--- src/rtl/wb_aperture_ctrl.sv ---
// wb_aperture_ctrl
//   Wishbone client-side aperture controller between the AHB-to-FPGA bridge
//   and three FPGA client blocks (fabric registers, UART0, QL reserved).
//   Decodes the byte address into a one-hot client select, routes the chosen
//   client's ack/read data back to the bridge, and terminates unmapped or
//   unanswered accesses with a default ack so the bridge never stalls.
//   The first error is logged until it is cleared.
//
// Ports
//   WB_CLK, WB_RST_N        bus clock, async active-low reset
//   WBs_ADR/CYC/STB         bridge request (byte address)
//   WBs_RD_DAT, WBs_ACK     response to bridge
//   Cli_CYC_o               one-hot client cycle (0 FPGA reg, 1 UART0, 2 QL)
//   Cli_ACK_i, Cli_RD_DAT_i client responses (client n at [32n+31:32n])
//   Bus_Err_o, Err_Type_o   sticky error flag, 0 unmapped / 1 timeout
//   Err_Adr_o               address of first logged error
//   Err_Clr_i               synchronous log clear
//
// state  | meaning
// IDLE   | no transfer; decode a new request
// ACTIVE | client selected, waiting for its ack or the timeout
// DFLT   | one-cycle default termination back to the bridge

module wb_aperture_ctrl #(
  parameter int                  APERWIDTH                = 17,
  parameter int                  APERSIZE                 = 10,
  parameter logic [APERWIDTH-1:0] FPGA_REG_BASE_ADDRESS   = 17'h00000,
  parameter logic [APERWIDTH-1:0] UART0_BASE_ADDRESS      = 17'h01000,
  parameter logic [APERWIDTH-1:0] QL_RESERVED_BASE_ADDRESS = 17'h12000,
  parameter logic [31:0]         DEFAULT_READ_VALUE       = 32'hBADFABAC,
  parameter int                  DEFAULT_CNTR_WIDTH       = 3,
  parameter int                  DEFAULT_CNTR_TIMEOUT     = 7
) (
  input  logic                 WB_CLK,
  input  logic                 WB_RST_N,
  input  logic [APERWIDTH-1:0] WBs_ADR,
  input  logic                 WBs_CYC,
  input  logic                 WBs_STB,
  output logic [31:0]          WBs_RD_DAT,
  output logic                 WBs_ACK,
  output logic [2:0]           Cli_CYC_o,
  input  logic [2:0]           Cli_ACK_i,
  input  logic [95:0]          Cli_RD_DAT_i,
  output logic                 Bus_Err_o,
  output logic                 Err_Type_o,
  output logic [APERWIDTH-1:0] Err_Adr_o,
  input  logic                 Err_Clr_i
);

  localparam int HI = APERWIDTH - 1;
  localparam int LO = APERSIZE + 2;
  localparam logic [DEFAULT_CNTR_WIDTH-1:0] TIMEOUT_CNT =
    DEFAULT_CNTR_WIDTH'(DEFAULT_CNTR_TIMEOUT);

  typedef enum logic [1:0] {IDLE = 2'd0, ACTIVE = 2'd1, DFLT = 2'd2} state_t;

  state_t                        state, state_nxt;
  logic [2:0]                    sel, sel_nxt;
  logic [DEFAULT_CNTR_WIDTH-1:0] cnt, cnt_nxt;
  logic [APERWIDTH-1:0]          adr_q, adr_nxt;

  logic [2:0]           hit, hit_pri;
  logic                 req;
  logic                 cli_ack;
  logic [31:0]          cli_dat;
  logic                 err_new;
  logic                 err_new_type;
  logic [APERWIDTH-1:0] err_new_adr;

  assign req = WBs_CYC & WBs_STB;

  assign hit[0] = (WBs_ADR[HI:LO] == FPGA_REG_BASE_ADDRESS[HI:LO]);
  assign hit[1] = (WBs_ADR[HI:LO] == UART0_BASE_ADDRESS[HI:LO]);
  assign hit[2] = (WBs_ADR[HI:LO] == QL_RESERVED_BASE_ADDRESS[HI:LO]);

  // Lower client index wins if apertures are configured to overlap.
  always_comb begin
    hit_pri = 3'b000;
    if (hit[0])      hit_pri = 3'b001;
    else if (hit[1]) hit_pri = 3'b010;
    else if (hit[2]) hit_pri = 3'b100;
  end

  // sel is one-hot (or zero), so an AND-OR mux is sufficient.
  assign cli_ack = |(Cli_ACK_i & sel);

  always_comb begin
    cli_dat = 32'h0;
    for (int n = 0; n < 3; n++) begin
      if (sel[n]) cli_dat = cli_dat | Cli_RD_DAT_i[32*n +: 32];
    end
  end

  // State register
  always_ff @(posedge WB_CLK or negedge WB_RST_N) begin
    if (!WB_RST_N) begin
      state <= IDLE;
      sel   <= 3'b000;
      cnt   <= '0;
      adr_q <= '0;
    end else begin
      state <= state_nxt;
      sel   <= sel_nxt;
      cnt   <= cnt_nxt;
      adr_q <= adr_nxt;
    end
  end

  // Next-state logic
  always_comb begin
    state_nxt    = state;
    sel_nxt      = sel;
    cnt_nxt      = cnt;
    adr_nxt      = adr_q;
    err_new      = 1'b0;
    err_new_type = 1'b0;
    err_new_adr  = WBs_ADR;
    case (state)
      IDLE: begin
        if (req) begin
          adr_nxt = WBs_ADR;
          if (|hit_pri) begin
            sel_nxt   = hit_pri;
            cnt_nxt   = '0;
            state_nxt = ACTIVE;
          end else begin
            err_new   = 1'b1;
            state_nxt = DFLT;
          end
        end
      end
      ACTIVE: begin
        // Client ack outranks the timeout on the final count.
        if (cli_ack) begin
          state_nxt = IDLE;
        end else if (!req) begin
          state_nxt = IDLE;
        end else if (cnt == TIMEOUT_CNT) begin
          err_new      = 1'b1;
          err_new_type = 1'b1;
          err_new_adr  = adr_q;
          state_nxt    = DFLT;
        end else begin
          cnt_nxt = cnt + 1'b1;
        end
      end
      DFLT: begin
        state_nxt = IDLE;
      end
      default: begin
        state_nxt = IDLE;
      end
    endcase
  end

  // Output logic
  always_comb begin
    Cli_CYC_o  = 3'b000;
    WBs_ACK    = 1'b0;
    WBs_RD_DAT = 32'h0;
    case (state)
      ACTIVE: begin
        Cli_CYC_o  = sel;
        WBs_ACK    = cli_ack;
        WBs_RD_DAT = cli_dat;
      end
      DFLT: begin
        WBs_ACK    = 1'b1;
        WBs_RD_DAT = DEFAULT_READ_VALUE;
      end
      default: ;
    endcase
  end

  // Error log: first error sticks; a new error in the clear cycle re-arms it.
  always_ff @(posedge WB_CLK or negedge WB_RST_N) begin
    if (!WB_RST_N) begin
      Bus_Err_o  <= 1'b0;
      Err_Type_o <= 1'b0;
      Err_Adr_o  <= '0;
    end else if (err_new && (!Bus_Err_o || Err_Clr_i)) begin
      Bus_Err_o  <= 1'b1;
      Err_Type_o <= err_new_type;
      Err_Adr_o  <= err_new_adr;
    end else if (Err_Clr_i) begin
      Bus_Err_o  <= 1'b0;
      Err_Type_o <= 1'b0;
      Err_Adr_o  <= '0;
    end
  end

endmodule

--- config.mk ---
export PLATFORM = sky130hd
export DESIGN_NAME = wb_aperture_ctrl
export DESIGN_NICKNAME = d
export VERILOG_FILES = /design/src/rtl/wb_aperture_ctrl.sv
export SDC_FILE = /design/constraint.sdc
export NUM_CORES = 1
export LEC_CHECK = 0
export ABC_AREA = 1
export CAP_MARGIN = 20
export CORE_MARGIN = 2
export CORE_UTILIZATION = 40
export CTS_BUF_LIST = sky130_fd_sc_hd__clkbuf_16
export DETAILED_ROUTE_END_ITERATION = 8
export PLACE_DENSITY = 0.83
export SKIP_CTS_REPAIR_TIMING = 1
export SYNTH_ARGS = -nofsm -noshare
export SYNTH_HDL_FRONTEND = slang
export SYNTH_SLANG_ARGS = --single-unit
--- constraint.sdc ---
create_clock -name WB_CLK -period 3.97 [get_ports WB_CLK]
set_input_delay 0.794 -clock WB_CLK [delete_from_list [all_inputs] [get_ports WB_CLK]]
set_output_delay 0.794 -clock WB_CLK [all_outputs]
set_load 0.02 [all_outputs]
==> run notes, run 1 <==
The run gives 0 for the number of warnings issued by yosys. The placer's final routability congestion estimate came out at 0.827. Port buffering added 175 buffers. The area of the core was 0.00761 mm^2; the fraction of area in registers was 22.0%. The post-synth register bit count is 44. The number of instances in the placed design came out at 692.

The worst path meets setup with 396 ps of slack. The area fraction in compound gates after synthesis came out at 14.9%. The critical path starts at state[1]. Of the total synthesized cell area, the portion taken by AND, OR, NAND and NOR gates is 38.1%. Leaving out the clock tree, the finished layout contains a buffer count of 181. Detailed placement finished with a half-perimeter wire length of 8.05 mm. After the last flow step, the layout net total stands at 723.

The average cell area after synthesis works out to 7.05 um^2. In this run, the synthesized area fraction spent on adder and majority cells is recorded as 2.02%. The stage logs contain a warning count of 28. TritonCTS built the clock tree. The area share of the leading cell type in the synthesized netlist works out to 35.6%. Summing all flip-flop and latch instances after layout gives 0.00110 mm^2. The clock slew at the register clock pins of the worst setup and hold paths was 60 ps. The logs give 5.15 ps for the worst setup skew after layout and 280 MHz for the maximum achievable frequency. For flop-to-flop paths, the worst setup slack is 1510 ps. The main logic family after synthesis is simple AND/OR/NAND/NOR gates. The startpoint-to-endpoint class of the critical path is reg -> out. The flow ran to the end, and the final reports show no timing, DRC or antenna violations. The slowest stage of the critical path is the sky130_fd_sc_hd__nand2_1 cell. In the synthesis report, Yosys lists the chip area as 0.00310 mm^2. Endpoints failing hold in the final report were tallied at 0. The tools report the launch point of the worst hold path as adr_q[3]. Looking at area per cell type in the netlist, the leader is sky130_fd_sc_hd__dfrtp_1. The clock passes through at most 2 buffers. The global route stage reports its total congestion overflow as 0. The clock buffer and inverter area fraction after layout was 3.35%; the top-level port count was 176.

In this run the maximum-capacitance check reported violations numbering 0. The total die area is 0.00846 mm^2, and the overall die width is 92.0 um. The synthesized instance count is 439.

The synthesis report gives the async set-or-reset register share as 100%. Counting the buffers created by CTS gives 5. The initial antenna violation count is 0, and the count of instantiated cells in the yosys netlist is 439. The run gives 0 for the number of slew-limit violations in the final report. Delay of the slowest critical-path stage: 560 ps. The signal on the critical path passes through inv_1 > ha_1 > nand2_1 > clkinv_1 > nand2_1 > inv_1 > clkdlybuf4s50_1. Sequential cell count: 44. The CTS root buffer was sky130_fd_sc_hd__clkbuf_16.

The largest fanout on the critical path was 23. For this design the static power due to leakage is 0.00237 uW. The worst hold path depth works out to 2. The nature of the critical path startpoint is a flip-flop.

The tools report the end point of the most critical hold path as adr_q[3]. The row count is 32, and the critical path data required time is 3180 ps. The first detailed-routing pass ran for 4 iterations. The commonest register cell is sky130_fd_sc_hd__dfrtp_1.

With the multiplexer share of the synthesized area at 0%, the layout clock buffer count is 5. STA classifies the critical path endpoint as a primary output. The via density per instance works out to 5.14. The run gives 34.6% as the relative slew slack. The number of different library cells used by synthesis comes to 27.

In this run the cell area of the synthesized design comes to 0.00310 mm^2. For the number of non-filler instances in the completed layout, the log shows 700. The logs give 168 for the DRC violation total after the first TritonRoute iteration and 565 for the net count of the mapped netlist. The number of global-route vias before repair is 3,521, and the post-synthesis xor/xnor area fraction is 0%. The first global-routing pass estimated 17.5 mm of wire. The synthesized design contains 0 enable-type register cells. With the count of inserted tapcells at 102, the arrival time of the worst setup path is 2780 ps. The fraction of layout instances using a drive strength above 1 came out at 6.86%. Together, buffers and inverters on the worst path number 4. The run gives 0.337 mV as the worst IR drop on VDD.
## run 1: metrics by stage
| step | cell area [um^2] | total power (uW) | utilization (%) |
|---|---|---|---|
| floorplan | 3100 | 1190 | - |
| global placement | 4830 | 1650 | 63.5 |
| detailed placement | 4830 | 1680 | 63.5 |
| CTS | 5000 | 2160 | 65.7 |
| global route | 5000 | 2280 | 65.7 |
| finish | 5000 | 2150 | 65.7 |
## run 1: placed cells by master (no fill, tap or decap), types with 4 or more instances in the layout
master,instances
sky130_fd_sc_hd__a21oi_1,22
sky130_fd_sc_hd__a22o_1,21
sky130_fd_sc_hd__buf_4,6
sky130_fd_sc_hd__clkbuf_16,5
sky130_fd_sc_hd__clkdlybuf4s50_1,174
sky130_fd_sc_hd__dfrtp_1,44
sky130_fd_sc_hd__ha_1,5
sky130_fd_sc_hd__inv_1,20
sky130_fd_sc_hd__nand2_1,189
sky130_fd_sc_hd__nand2_2,5
sky130_fd_sc_hd__nand3_1,27
sky130_fd_sc_hd__nand3_2,10
sky130_fd_sc_hd__nand4_1,17
sky130_fd_sc_hd__nor2_1,4
sky130_fd_sc_hd__o21ai_0,29
## run 1: power breakdown
part           internal, uW  leakage [uW]  switching, uW  total, uW
Combinational           468       0.00171            551       1020
Sequential              577      0.000577           82.5        659
Clock                   296     0.0000798            177        473
## run 1: sequential cells by signal (all words and copies together) (netlist names)
name and count:
Bus_Err_o 1, Err_Adr_o 17, Err_Type_o 1, adr_q 17, cnt 3, sel 3
state 2
## run 1: layer usage
metal,vias to the layer above,routed length [um],track usage [%]
met5,-,0,0
li1,1757,-,-
met2,148,5400,45.6
met1,1673,4380,30.8
met3,18,945,5.67
met4,0,246,8.71
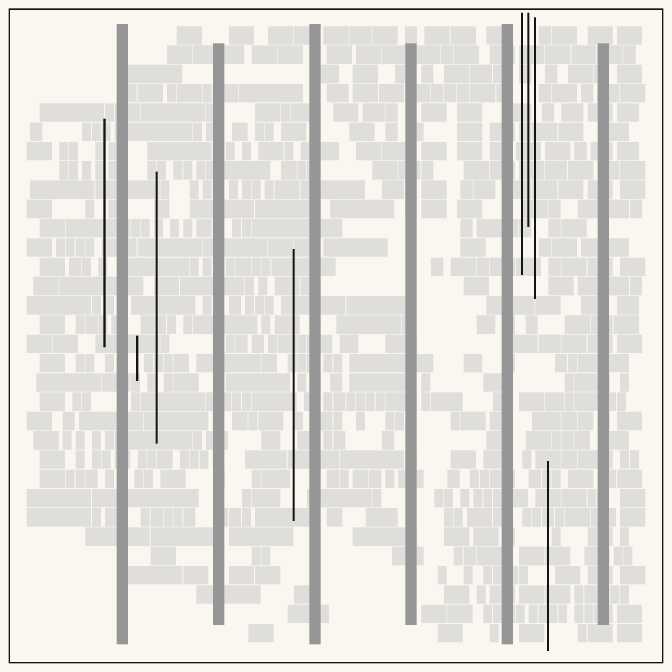
(run_1/layer_met4.png)
Supply wires on this layer in grey. Cells faint in the background.
main direction: vertical
nets with wire on the layer: 7
WL final: 11.0 mm
via count: 3,596

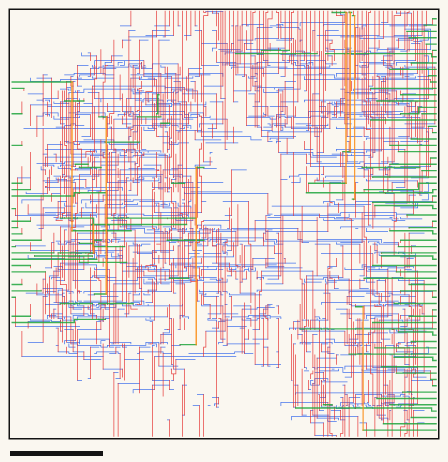
(run_1/wires.png)
The bar under the picture is 20 um long.
| colour | layer | wire length |
|---|---|---|
| green | metal 3 | 946 um |
| blue | metal 1 | 4,380 um |
| red | metal 2 | 5,400 um |
| orange | metal 4 | 247 um |
per-cell routed wire length: 15.7 um
total routing usage reported by global routing: 25.7%

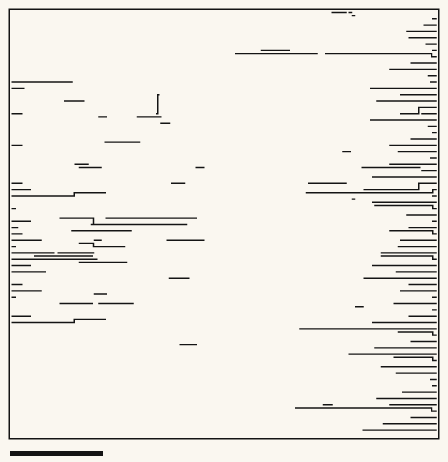
(run_1/layer_met3.png)
The bar under the picture is 20 um long.
nets with wire on the layer: 112
longest straight run: 29.2 um
met3 demand-to-capacity share in global routing: 5.67%

==> run 1 -> run 2 <==
- CORE_UTILIZATION: 40 -> 39
- GPL_ROUTABILITY_DRIVEN: unset -> 0
- PLACE_DENSITY: 0.83 -> 0.82
- clock period: 3.97 -> 3.8 ns (I/O delays scaled with it)
==> run 2 against run 1 <==
First-iteration DRC count shrank 17%. Critical path type unchanged. Sequential share of layout area shrank 0.11 points. Critical endpoint is now WBs_RD_DAT[29]. Largest cell class unchanged. Combinational power is essentially flat.
==> run notes, run 2 <==
Wire length per cell: 15.5 um (-0.98%). With the number of slew-limit violations in the final report at 0 (unchanged), the post-placement cell area is 0.00486 mm^2 (+0.62%). The delay of the slowest critical-path stage was 960 ps (+400 ps).

The area share of the leading cell type in the synthesized netlist works out to 35.6% (unchanged). The cell area after layout was 0.00502 mm^2 (+0.50%); the worst-margin pin slew was 971 ps. Overall overflow remaining after global route: 0 (unchanged). The run finished with clean final reports. CTS built an H-tree with a depth of 2. TritonCTS built the clock tree.

The worst hold path depth was 2 (unchanged). The number of port buffers came out at 175 (unchanged). By area, the combinational part of the netlist is dominated by simple AND/OR/NAND/NOR gates. With the number of instances in the placed design at 696 (+0.58%), the number of synthesized register bits is 44 (unchanged).

The area fraction in compound gates after synthesis works out to 14.9% (unchanged). The synthesized-area fraction occupied by adder cells was 2.02% (unchanged). Startpoint-to-endpoint class of the critical path: reg -> out. The multiplexer share of the synthesized area works out to 0% (unchanged). The clock slew at the register clock pins of the worst setup and hold paths works out to 60 ps (about the same). The average cell area after synthesis is 7.05 um^2 (unchanged).

The run gives 35.3% (+0.70 points) for the relative slew slack. The arrival time of the worst setup path was 2450 ps (-330 ps). For the top-level port count, the log shows 176 (unchanged).

The timing report shows that the slowest cell on the worst path is sky130_fd_sc_hd__dfrtp_1. The tools report the largest net degree at the start of global routing as 45. The tools report the net count of the mapped netlist as 565 (unchanged).

Setup repair after global routing left no endpoint under its margin. The run gives 0 for the remaining design rule violation count. In the final layout, the registers with the most flip-flops are Err_Adr_o x17, adr_q x17. For the total length of routed met3 wires, the log shows 1.03 mm (+9.4%). The run gives 17.1 mm (-2.0%) as the first-pass GRT wire length. The share of flip-flops with an asynchronous set or reset after synthesis is 100% (unchanged).

Number of global-route vias before repair: 3,457 (-1.8%). Leaving out fill and tap cells, the most frequent cells in the layout are sky130_fd_sc_hd__nand2_1, sky130_fd_sc_hd__clkdlybuf4s50_1, sky130_fd_sc_hd__dfrtp_1. The tools report the DRC violation total after the first TritonRoute iteration as 140 (-17%). The run gives 0.00310 mm^2 (unchanged) for the area of the mapped netlist. The initial antenna violation count was 0 (unchanged). For the hold violation count in the final report, the log shows 0 (unchanged).

Per the synthesis report, the dominant area consumer among library cells is sky130_fd_sc_hd__dfrtp_1. The run gives 8.12 mm (+0.88%) as the half-perimeter wire length after detailed placement. The total routing usage reported by global routing was 24.5% (-1.2 points).

The tools report the final core utilization as 65.0% (-0.70 points). The critical path capture point type is a primary output. With the row count at 32 (unchanged), the area of the core is 0.00773 mm^2 (+1.6%).

The post-synthesis xor/xnor area fraction was 0% (unchanged); the CTS buffer count was 5 (unchanged). The worst setup path startpoint is sel[1]. The leakage dissipation was 0.00239 uW (+0.82%); the sequential cell area was 0.00110 mm^2 (unchanged). Via density per instance: 5.19 (+0.95%). The number of warnings issued by yosys was 0 (unchanged).

The fraction of layout instances using a drive strength above 1 is 7.14% (+0.29 points). The number of buffers between clock root and the deepest sink was 2 (unchanged); the critical path data required time was 3040 ps (-140 ps). The total number of warnings across the stage logs is 28 (unchanged). For the synthesized instance count, the log shows 439 (unchanged). The run gives 0.00310 mm^2 (unchanged) for the yosys stat chip area.

The run gives 312 MHz for the maximum achievable frequency. For the share of the yosys chip area belonging to registers, the log shows 35.6%. For the met2 layer wire length in the routed design, the log shows 5.30 mm (-1.9%). With the number of non-filler instances in the completed layout at 704 (+0.57%), the number of iterations in the first detailed-routing pass is 6 (+2).

The final net count was 727 (+0.55%). The clock sink count is 44. The critical path goes through a22o_1 > a21oi_1 > o21ai_0 > clkdlybuf4s50_1. The launch point of the worst min-delay path is recorded as adr_q[6]. Total die area: 0.00867 mm^2 (+2.5%). The CTS root buffer is sky130_fd_sc_hd__clkbuf_16.

The tally of max-capacitance violations is 0 (unchanged). The worst setup skew after layout came out at 3.27 ps (-1.88 ps). Highest-count logic cell in the final layout: sky130_fd_sc_hd__nand2_1.

With the overall die width at 93.1 um (+1.2%), the number of unique standard cell types used by synthesis is 27 (unchanged). The tools report the worst IR drop on VDD as 0.361 mV (+7.0%). The simple logic cell fraction of the synthesized area came out at 38.1% (unchanged). The synthesis report names the predominant flop master as sky130_fd_sc_hd__dfrtp_1. The count of instantiated cells in the yosys netlist is 439 (unchanged), and the fraction of the core area occupied by cells at floorplan is 40.1%.

The largest fanout on the critical path came out at 26 (+13%). The number of enable-type register cells in the synthesized netlist was 0 (unchanged); the buffers plus inverters on the worst setup path was 1 (-3). For the routed length on met1, the log shows 4.29 mm (-2.2%).

Nature of the critical path startpoint: a flip-flop. The highest signal layer in the routed design was met4.
-- run 2: kinds of logic (layout without fill, tap and decap cells) --
| kind of cell | after synthesis | in the layout |
|---|---|---|
| buffers and inverters | 57 | 220 |
| and+or+nand+nor | 259 | 259 |
| AOI/OAI and AO/OA | 74 | 74 |
| DFF | 44 | 44 |
| adders and majority gates | 5 | 5 |
-- run 2: tightest hold or removal path, cell delays in order, from the launching register on --
cell and delay [ps]:
sky130_fd_sc_hd__dfrtp_1 350, sky130_fd_sc_hd__nand2_1 50, sky130_fd_sc_hd__nand2_1 50
-- run 2: power breakdown --
| group | internal, uW | leakage, uW | switching [uW] |
|---|---|---|---|
| Clock | 305 | 0.0000789 | 168 |
| Combinational | 494 | 0.00173 | 554 |
| Sequential | 602 | 0.000577 | 110 |
-- run 2: final timing paths --
kind / to / slack (ps)
setup / recovery: WBs_RD_DAT[29] / 590
max in group asynchronous: Err_Adr_o[16] / 2560
hold reg to reg: adr_q[6] / 480
min in group asynchronous: adr_q[14] / 640
setup reg to reg: Err_Adr_o[14] / 1250
hold / removal: adr_q[6] / 480
-- run 2: area by class of cell --
cell class              instances  share of cell area, %
flip-flops and latches         44                   21.9
clock inverters                 3                  0.747
repair buffers                185                   36.3
well taps                     102                   2.54
multi-input cells             338                   34.0
clock buffers                   5                   2.49
inverters                      27                   2.07
-- run 2: layer usage --
metal  track usage, %  vias up
met2             42.9      174
li1                 -     1771
met3             5.80       21
met4             7.35        0
met1             29.9     1685
met5                0        -
-- run 2: through the flow --
| step | power [uW] | setup WS, ps |
|---|---|---|
| 2_1_floorplan | 1250 | 1350 |
| 3_5_place_dp | 1760 | 725 |
| 6_report | 2230 | 590 |
| 5_1_grt | 2360 | 463 |
| 3_3_place_gp | 1730 | 727 |
| 4_1_cts | 2240 | 621 |
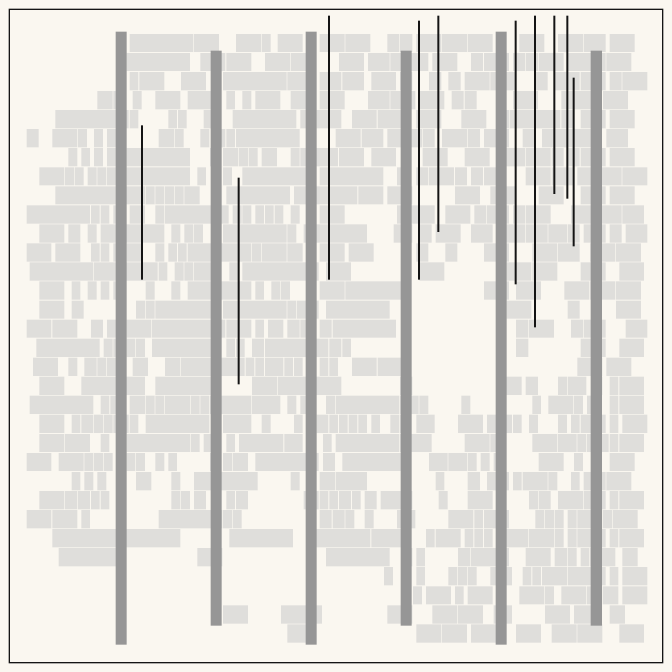
(run_2/layer_met4.png)
Supply wires on this layer in grey. Cells faint in the background.
main direction: vertical
nets with wire on the layer: 10
longest straight run: 44.2 um
WL final: 10.9 mm
via count: 3,651

==> run 2 -> run 3 <==
- CORE_UTILIZATION: 39 -> 35
- PLACE_DENSITY: 0.82 -> 0.77
- clock period: 3.8 -> 2.8 ns (I/O delays scaled with it)
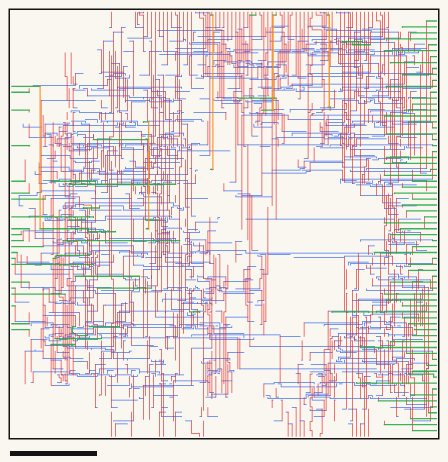
(run_3/wires.png)
The bar under the picture is 20 um long.
| colour | layer | wire length |
|---|---|---|
| orange | metal 4 | 135 um |
| blue | metal 1 | 4,330 um |
| red | metal 2 | 5,250 um |
| green | metal 3 | 784 um |
total routing usage reported by global routing: 21.2%
WL final: 10.5 mm
via count: 3,573
per-cell routed wire length: 14.7 um

==> run 3 against run 2 <==
Flip-flop count did not move. Total power rose by 30%. Final cell count rose by 1.1%. Cell area rose by 2.1%. Core utilization fell by 5.6 points. Worst setup slack got worse by 460 ps. Clock skew barely moved. Synthesized cell count did not move. Sequential share of layout area fell by 0.45 points. Largest power group unchanged. Critical path depth rose by 3. Critical endpoint is now WBs_RD_DAT[4].
==> run notes, run 3 <==
Per the run report, area growth between synthesis and finish was 65.6%. Static timing analysis puts the maximum clock frequency at 375 MHz. Counting the fill cells in the layout gives 755.

The initial antenna violation count was 0 (unchanged); the antenna diode count was 0. The logs give 5 (unchanged) for the CTS buffer count and 27 (unchanged) for the number of unique standard cell types used by synthesis. The DRC violation total after the first TritonRoute iteration came out at 134 (-4.3%). The delay of the slowest critical-path stage was 520 ps (-440 ps). The main area contributors are sky130_fd_sc_hd__dfrtp_1, sky130_fd_sc_hd__nand2_1, sky130_fd_sc_hd__a22o_1. The logs give 67.9% (+33 points) for the relative slew slack and 2240 ps (-800 ps) for the critical path data required time. The final core utilization is 59.4% (-5.6 points). The run gives 100% (unchanged) for the share of flip-flops with an asynchronous set or reset after synthesis.

Nature of the critical path startpoint: a flip-flop. Area of combinational cells with multiple inputs: 0.00171 mm^2. STA classifies the critical path endpoint as a primary output. In the layout the commonest cells are sky130_fd_sc_hd__nand2_1, sky130_fd_sc_hd__clkdlybuf4s50_1, sky130_fd_sc_hd__dfrtp_1. The slowest stage of the critical path belongs to the cell sky130_fd_sc_hd__clkdlybuf4s50_1. With the number of buffers between clock root and the deepest sink at 2 (unchanged), the minimum clock period is 2670 ps. The worst IR drop on VDD came out at 0.477 mV (+32%). The sequential cell area was 0.00110 mm^2 (unchanged); the number of global-route vias before repair was 3,530 (+2.1%). The total die area is 0.00962 mm^2 (+11%).

Looking at the clock tree report, the root buffer type is sky130_fd_sc_hd__clkbuf_16. With the clock sink count at 44 (unchanged), the clock slew at the register clock pins of the worst setup and hold paths is 60 ps (about the same). For the number of slew-limit violations in the final report, the log shows 0 (unchanged).

The cell sequence reported for the critical path is inv_1 > ha_1 > nand2_1 > clkinvlp_4 > nand2_1 > inv_1 > clkdlybuf4s50_1. The remaining design rule violation count was 0 (unchanged); the first-pass GRT wire length was 16.9 mm (-1.5%). Area share of the leading cell type in the synthesized netlist: 35.6% (unchanged). Class of the most critical hold timing path: in -> async.

The logs give 729 (+0.28%) for the final net count and 0 (unchanged) for the hold violation count in the final report. Looking at area per cell type in the netlist, the leader is sky130_fd_sc_hd__dfrtp_1. The tools report the number of iterations in the first detailed-routing pass as 4 (-2). For the tally of max-capacitance violations, the log shows 0 (unchanged). Ranked by instance count, the synthesized netlist is headed by sky130_fd_sc_hd__nand2_1, sky130_fd_sc_hd__dfrtp_1, sky130_fd_sc_hd__o21ai_0, sky130_fd_sc_hd__nand3_1, sky130_fd_sc_hd__a21oi_1.

The overall die width is 98.1 um (+5.3%), and the arrival time of the worst setup path is 2110 ps (-340 ps). In this run the power density over the cells is 565 mW/mm^2. The synthesized instance count is 439 (unchanged), and the top-level port count is 176 (unchanged). The category of cells accounting for the largest share of critical-path delay was buffers and inverters. For the count of instantiated cells in the yosys netlist, the log shows 439 (unchanged). The height of the die was 98.1 um. The average cell area after synthesis came out at 7.05 um^2 (unchanged). The run gives 106 ps as the worst hold slack after final layout.

With the overall overflow remaining after global route at 0 (unchanged), the number of routed nets with antenna violations is 0. The number of levels in the clock H-tree was 2 (unchanged). The via density per instance works out to 5.02 (-3.2%). The most common cell in the netlist is sky130_fd_sc_hd__nand2_1. The buffers plus inverters on the worst setup path works out to 4 (+3). The run gives 0.00864 mm^2 (+12%) for the area of the core. TritonCTS built the clock tree. The worst-margin pin slew is 481 ps (-490 ps), and the clock insertion delay at the later pin of the skew report is 280 ps.

The area of the mapped netlist came out at 0.00310 mm^2 (unchanged). Post-synth the commonest register cell is sky130_fd_sc_hd__dfrtp_1. The startpoint-to-endpoint class of the critical path was reg -> out. The run gives 45 (unchanged) as the largest net degree at the start of global routing.

The number of warnings issued by yosys is 0 (unchanged). The ratio of final minimum period to clock period was 95.3%; the number of port buffers was 175 (unchanged). The run gives 565 (unchanged) as the net count of the mapped netlist.

The share of the yosys chip area belonging to registers is 35.6% (unchanged), and the fraction of layout instances using a drive strength above 1 is 7.62% (+0.47 points). Largest fanout on the critical path: 10 (-62%). The leakage dissipation is 0.00281 uW (+18%), and the number of synthesized register bits is 44 (unchanged). The run gives 34 (+6.3%) for the row count.

The tools report the yosys stat chip area as 0.00310 mm^2 (unchanged). The largest registers in the layout are Err_Adr_o x17, adr_q x17. The last timing report of the flow puts the setup violation total at 0.

The worst setup skew after layout is 3.12 ps (-0.151 ps), and the fraction of the core area occupied by cells at floorplan is 35.9% (-4.2 points). The number of enable-type register cells in the synthesized netlist works out to 0 (unchanged). Half-perimeter wire length after detailed placement: 7.67 mm (-5.5%). Highest-count logic cell in the final layout: sky130_fd_sc_hd__nand2_1. The flow ran to the end, and the final reports show no timing, DRC or antenna violations. Total number of warnings across the stage logs: 28 (unchanged).
-- run 3: stage by stage --
step | setup TNS (ps) | std cells | total power, uW | setup WS [ps] | cell area (um^2)
6_report | 0 | 712 | 2900 | 131 | 5130
2_1_floorplan | 0 | 439 | 1690 | 746 | 3100
4_1_cts | -1070 | 711 | 2940 | -92.6 | 5040
5_1_grt | -6.30 | 712 | 3090 | -3.22 | 5130
3_5_place_dp | 0 | 703 | 2390 | 196 | 4900
3_3_place_gp | 0 | 703 | 2350 | 192 | 4900
-- run 3: report_power, final --
part           internal [uW]  switching (uW)
Clock                    321             226
Combinational            653             777
Sequential               818             103
Total                   1790            1110
-- run 3: final cells by class --
class	count	share of cell area [%]
clock buffer	5	2.44
inverter	27	2.10
sequential	44	21.5
clock inverter	3	0.220
timing repair buffer	187	37.8
tap	108	2.63
multi-input combinational	338	33.3
-- run 3: cells by family (layout without fill, tap and decap cells) --
kind of cell	Yosys count	count (layout)	share of synthesized area, %
buf+inv	57	222	9.33
fa+ha+maj	5	5	2.02
flops	44	44	35.6
compound gates	74	74	15.0
simple gates	259	259	38.1
-- run 3: worst paths after layout --
path | start | end | slack (ps) | cells after the start
min reg2reg | adr_q[16] | adr_q[16] | 470 | 2
max | state[0] | WBs_RD_DAT[4] | 130 | 7
min in group WB_CLK | adr_q[16] | adr_q[16] | 470 | 2
max reg2reg | state[1] | Err_Adr_o[3] | 790 | 9
min | WB_RST_N | Err_Adr_o[11] | 110 | 1
max in group asynchronous | WB_RST_N | adr_q[15] | 2250 | 2
-- run 3: layer usage --
metal | track usage, % | vias to the layer above | part of all wire, %
met5 | 0 | - | 0
met4 | 5.77 | 0 | 1.3
met3 | 3.65 | 11 | 7.5
met2 | 37.1 | 142 | 50
met1 | 26.9 | 1653 | 41
li1 | - | 1767 | -
Power and IR drop assume default switching activity.
